Design alu_issue_queue, sky130hd; sources not shown.
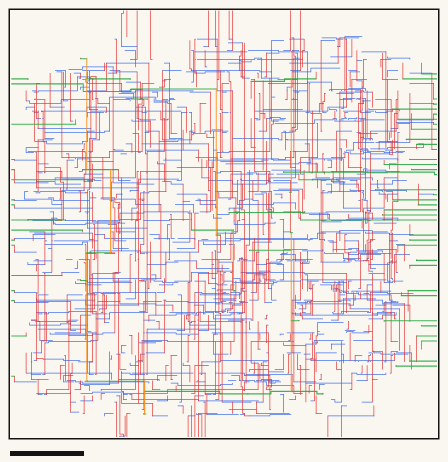
Run 1: signal wires by layer
The bar under the picture is 20 um long.
Green is met3, wire length 665 um. Blue is met1, wire length 4290 um. Red is met2, wire length 4690 um. Orange is met4, wire length 225 um.
via count: 2947
routed wire length: 9.86 mm
WL per Instance: 17.3 um

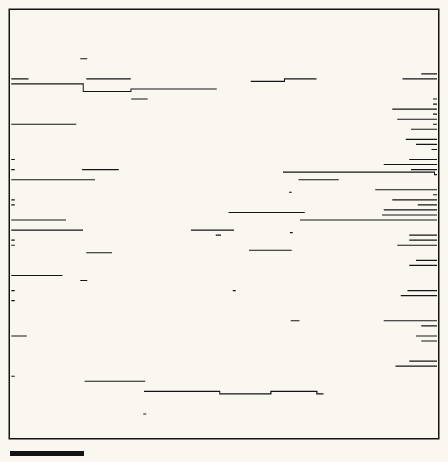
Run 1: met3 routing
The bar under the picture is 20 um long.
The layer carries 665 um of wire. The wires run mostly horizontal.
met3 Use GR: 0.0501

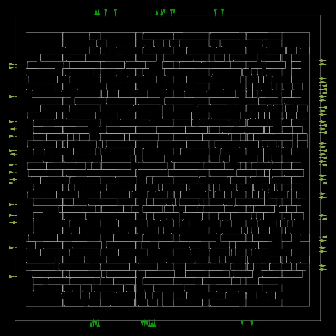
Run 1: cell outlines without signal wires
# Taps: 140
flop count: 162
Seq/total area: 0.592

==> Changelog: implementation, run 1 <==
### Changed

* TritonCTS Buffers at 17
* Placed instance area at 6720 sq um
* DR pass1 iterations at 4
* Netlist cell types at 32
* Core ar. at 11100 sq um
* Final TNS setup at 0 ns
* Run status: completed
* Tcrit/Tclk final at 0.887
* Placed cells at 539
* Chip area in the Yosys report at 5780 sq um
* Syn Std Cell Area at 5780 sq um
* Initial DRC count at 129
* Fmax at 313 MHz
* Number of global-route vias before repair at 3125
* Worst VDD drop at 0.355 mV
* Max-slew violations at 0
* Startpoint Class: flop
* CP Depth at 3
* Grt ovf at 0
* # resized after CTS at 0
* # Post-CTS Setup Buffers at 0
* Fillers at 817
* Final min period at 3.19 ns
* Final nets at 461
* H-Tree Depth at 4
* Synth Area per Inst at 17.7 sq um
* CTS tree: yes
* Antenna violations before repair at 0
* First-pass GRT wire length at 16.3 mm
* Worst-Margin Slew at 0.895 ns
* GRT Overall Usage at 0.166
* Tool Warnings at 29
* Setup WS pre-CTS at 0.787 ns
* RSZ-0062 raised after global routing: false
* Design area at 7240 sq um
* Most used routing layer: met2
* Crit path kind: flop to output port
## run 1: logic make-up (layout without fill, tap and decap cells)
group,Yosys count,in the layout,share of synthesized area
AOI/OAI and AO/OA,19,19,0.0227
xor gates and xnor gates,4,4,0.00607
adders and majority gates,6,6,0.0143
buffers and inverters,23,128,0.0197
DFF,162,162,0.742
muxes,38,38,0.122
and+or+nand+nor,74,74,0.0734
## run 1: layer usage
metal / routed length (um) / vias up / share of wire
met2: 4690 / 77 / 0.48
met1: 4290 / 1455 / 0.43
met4: 225 / 0 / 0.023
met5: 0 / - / 0
li1: - / 1394 / -
met3: 665 / 21 / 0.067
## run 1: cells in the mapped netlist, types with 2 or more instances
cell type / n
ha_1: 5
nor3_1: 2
buf_6: 2
inv_1: 8
nor2b_1: 19
nand2b_1: 8
or3_1: 2
clkbuf_1: 6
xor2_1: 2
mux2i_1: 12
nor2b_2: 9
mux4_2: 26
nor2_1: 19
buf_4: 2
and2_1: 4
dfxtp_1: 58
nand3_1: 8
edfxtp_1: 104
a21oi_1: 13
buf_2: 4
xnor2_1: 2
## run 1: where the power goes
group,switching (mW),internal (mW)
Combinational,0.436,0.512
Sequential,0.0755,2.17
Clock,0.641,0.952
Total,1.15,3.63
## run 1: cell type report
cell class              count  area [sq um]  share of cell area
inverters                   8          30.0             0.00415
clock buffers              23           458              0.0633
well taps                 140           175              0.0242
repair buffers             88           848               0.117
clock inverters             9          63.8             0.00881
multi-input cells         141          1380               0.190
flip-flops and latches    162          4290               0.592
## run 1: layout by cell type, fill, tap and decap left out, drive strengths merged, types with 4 or more instances in the layout
master           n
edfxtp         104
clkdlybuf4s50   75
dfxtp           58
nor2b           28
mux4            26
clkbuf          23
nor2            19
a21oi           14
buf             13
mux2i           12
inv              8
nand2b           8
nand3            8
clkinv           8
ha               5
and2             4
Run 1, cell sizes after repair:
The bar under the picture is 20 um long.
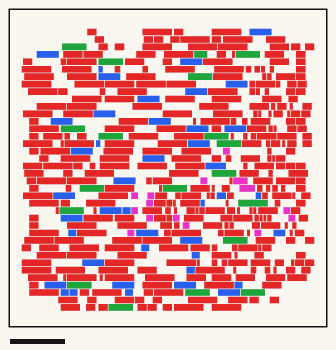

==> run 1 -> run 2 <==
CELL_PAD_IN_SITES_DETAIL_PLACEMENT = 2   (was default)
CELL_PAD_IN_SITES_GLOBAL_PLACEMENT = 2   (was default)
CORE_UTILIZATION = 40   (was 50)
GPL_ROUTABILITY_DRIVEN = 0   (was default)
RECOVER_POWER = 50   (was default)
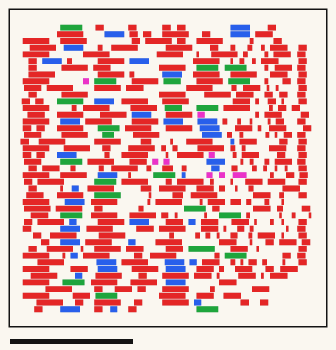
Run 2: cell sizes after repair
The bar under the picture is 50 um long.
Magenta is drive 3 to 4, cells 8, share 1.9%. Green is drive 6 and up, cells 23, share 5.4%. Blue is drive 2, cells 39, share 9.1%. Red is drive 1 or less, cells 359, share 84%.
design area: 7330 sq um
Setup WS post-layout: 0.389 ns

==> run 2 against run 1 <==
- register-to-register slack got worse by 0.14 ns
- clock-buffer cell count decreased by 3
- cell area increased by 1.3%
- final cell count increased by 6.8%
- synthesized cell count unchanged
- core utilization decreased by 13 points
- setup slack got worse by 0.017 ns
- largest power group unchanged
- sequential share of layout area decreased by 0.77 points
- combinational power increased by 2.4%
- sequential cell count unchanged
==> Changelog: implementation, run 2 <==
### Changed

* Most frequent cells in the layout: 104 x edfxtp_1, 57 x dfxtp_1, 48 x clkdlybuf4s50_1, 27 x dlygate4sd3_1, 26 x mux4_2
* First-pass GRT wire length at 19.9 mm
* Pwr/cell area at 684 nW/um^2
* Number of global-route vias before repair at 3560
* Chip area at 16400 sq um
* Input/output buffers at 75
* Final Hold Viols at 0
* Worst-Margin Slew at 0.943 ns
* Antenna violations before repair at 2
* Clk sink count at 162
* Skew-Pair Late Insertion Delay at 0.42 ns
* Row count at 43
* Reg2Reg Depth at 8
* Syn Std Cell Area at 5780 sq um
* Core ar. at 14000 sq um
* Synth area leader: edfxtp_1
* Root Buffer: clkbuf_16
* Crit path kind: flop to output port
* DR pass1 iterations at 4
* CTS tree: yes
* Fmax at 311 MHz
* Cell with the most instances after synthesis: edfxtp_1
* Synthesis Warnings at 0
* Final nets at 459
* Initial DRC count at 145
* Top cells by area: edfxtp_1 54%, dfxtp_1 20%, mux4_2 10%
* Syn nets at 369
* Dominant flop cell: edfxtp_1
* Ports at 76
* HPWL Detailed at 8.27 mm
* Fillers at 1316
* Grt ovf at 0
* Chip area in the Yosys report at 5780 sq um
* Cell count in the Yosys report at 326
* Placed instance area at 6780 sq um
* Relative slew slack at 0.372
* CP max FO at 15
* WL per Instance at 20.5 um
* Post-synth EDFFs at 104
* Netlist cell types at 32
* DR vias/cell at 4.95
* Final Power at 5.01 mW
* Final setup vio count at 0
* Remaining DRCs at 0
* RSZ-0062 raised after global routing: false
* Final TNS setup at 0 ns
* Area Growth Syn to Fin at 27.0%
* Fp_density at 0.413
* GRT Overall Usage at 0.166
* Die Wd at 128 um
* Syn Inst Count at 326
* Run status: completed
* Most frequent logic cell in the layout: edfxtp_1
* # resized after CTS at 0
* Via count at 3018
* Deepest clock path buffer count at 2
* Top post-synthesis cells by count: 104 x edfxtp_1, 58 x dfxtp_1, 26 x mux4_2
* FF/Latch Area at 4290 sq um
* Worst Clk Skew at 0.00538 ns
* Setup WS pre-CTS at 0.737 ns
* Tool Warnings at 29
* Max-slew violations at 0
* Largest net degree at the start of global routing at 26
* Synth Area per Inst at 17.7 sq um
* Routed wire length at 12.5 mm
* Worst path required time at 2.88 ns
* Startpoint Class: flop
* LEAKAGE at 2.43 nW
* Comb gate area at 1370 sq um
* H-Tree Depth at 4
* Share of cells above drive strength 1 at 0.163
* TritonCTS Buffers at 17
* Top cell area share at 0.541
* Die Y at 128 um
* Tcrit/Tclk final at 0.892
* Final min period at 3.21 ns
* Worst min-delay path category: flop to flop
* # Post-CTS Setup Buffers at 0
* Max-cap check violation count at 0
* Hold Crit Depth at 1
* Worst VDD drop at 0.326 mV
==> run 2: final cells by class <==
cell class,count,share of cell area
tap,180,0.0307
inverter,8,0.00409
sequential,162,0.584
clock buffer,20,0.0609
antenna,1,0.000341
clock inverter,12,0.0189
multi-input combinational,141,0.186
timing repair buffer,86,0.114
==> run 2: cell families (layout without fill, tap and decap cells) <==
| kind of cell | after synthesis | in the layout | share of synthesized area |
|---|---|---|---|
| buf+inv | 23 | 126 | 0.0197 |
| fa+ha+maj | 6 | 6 | 0.0143 |
| compound gates | 19 | 19 | 0.0227 |
| xor+xnor | 4 | 4 | 0.00607 |
| other cells | 0 | 1 | 0 |
| mux | 38 | 38 | 0.122 |
| flops | 162 | 162 | 0.742 |
| simple gates | 74 | 74 | 0.0734 |
==> run 2: worst max-delay path: stages (launching register included) <==
cell and delay (ns):
dfxtp_1 0.55, nor3_1 0.84, a21oi_1 0.17, clkdlybuf4s50_1 0.51
==> run 2: report_power, final <==
group / internal (mW) / total, mW / switching [mW]
registers: 2.17 / 2.26 / 0.0871
logic: 0.505 / 0.971 / 0.466
clock network: 1.10 / 1.79 / 0.689
total: 3.77 / 5.01 / 1.24
==> run 2: layer usage <==
layer / share of wire / up-vias / GRT usage
met5: 0.00096 / - / 0
met4: 0.019 / 2 / 0.0749
met3: 0.052 / 21 / 0.0475
met2: 0.52 / 81 / 0.296
met1: 0.41 / 1523 / 0.182
li1: - / 1391 / -
==> run 2: per-stage QoR <==
step	std cells	utilization
final	610	0.524
after global routing	610	0.524
after CTS	609	0.526
after detailed placement	577	0.485
after global placement	577	0.485
after floorplan	326	-
No activity file was given, so power comes from the tool's default toggle rates.
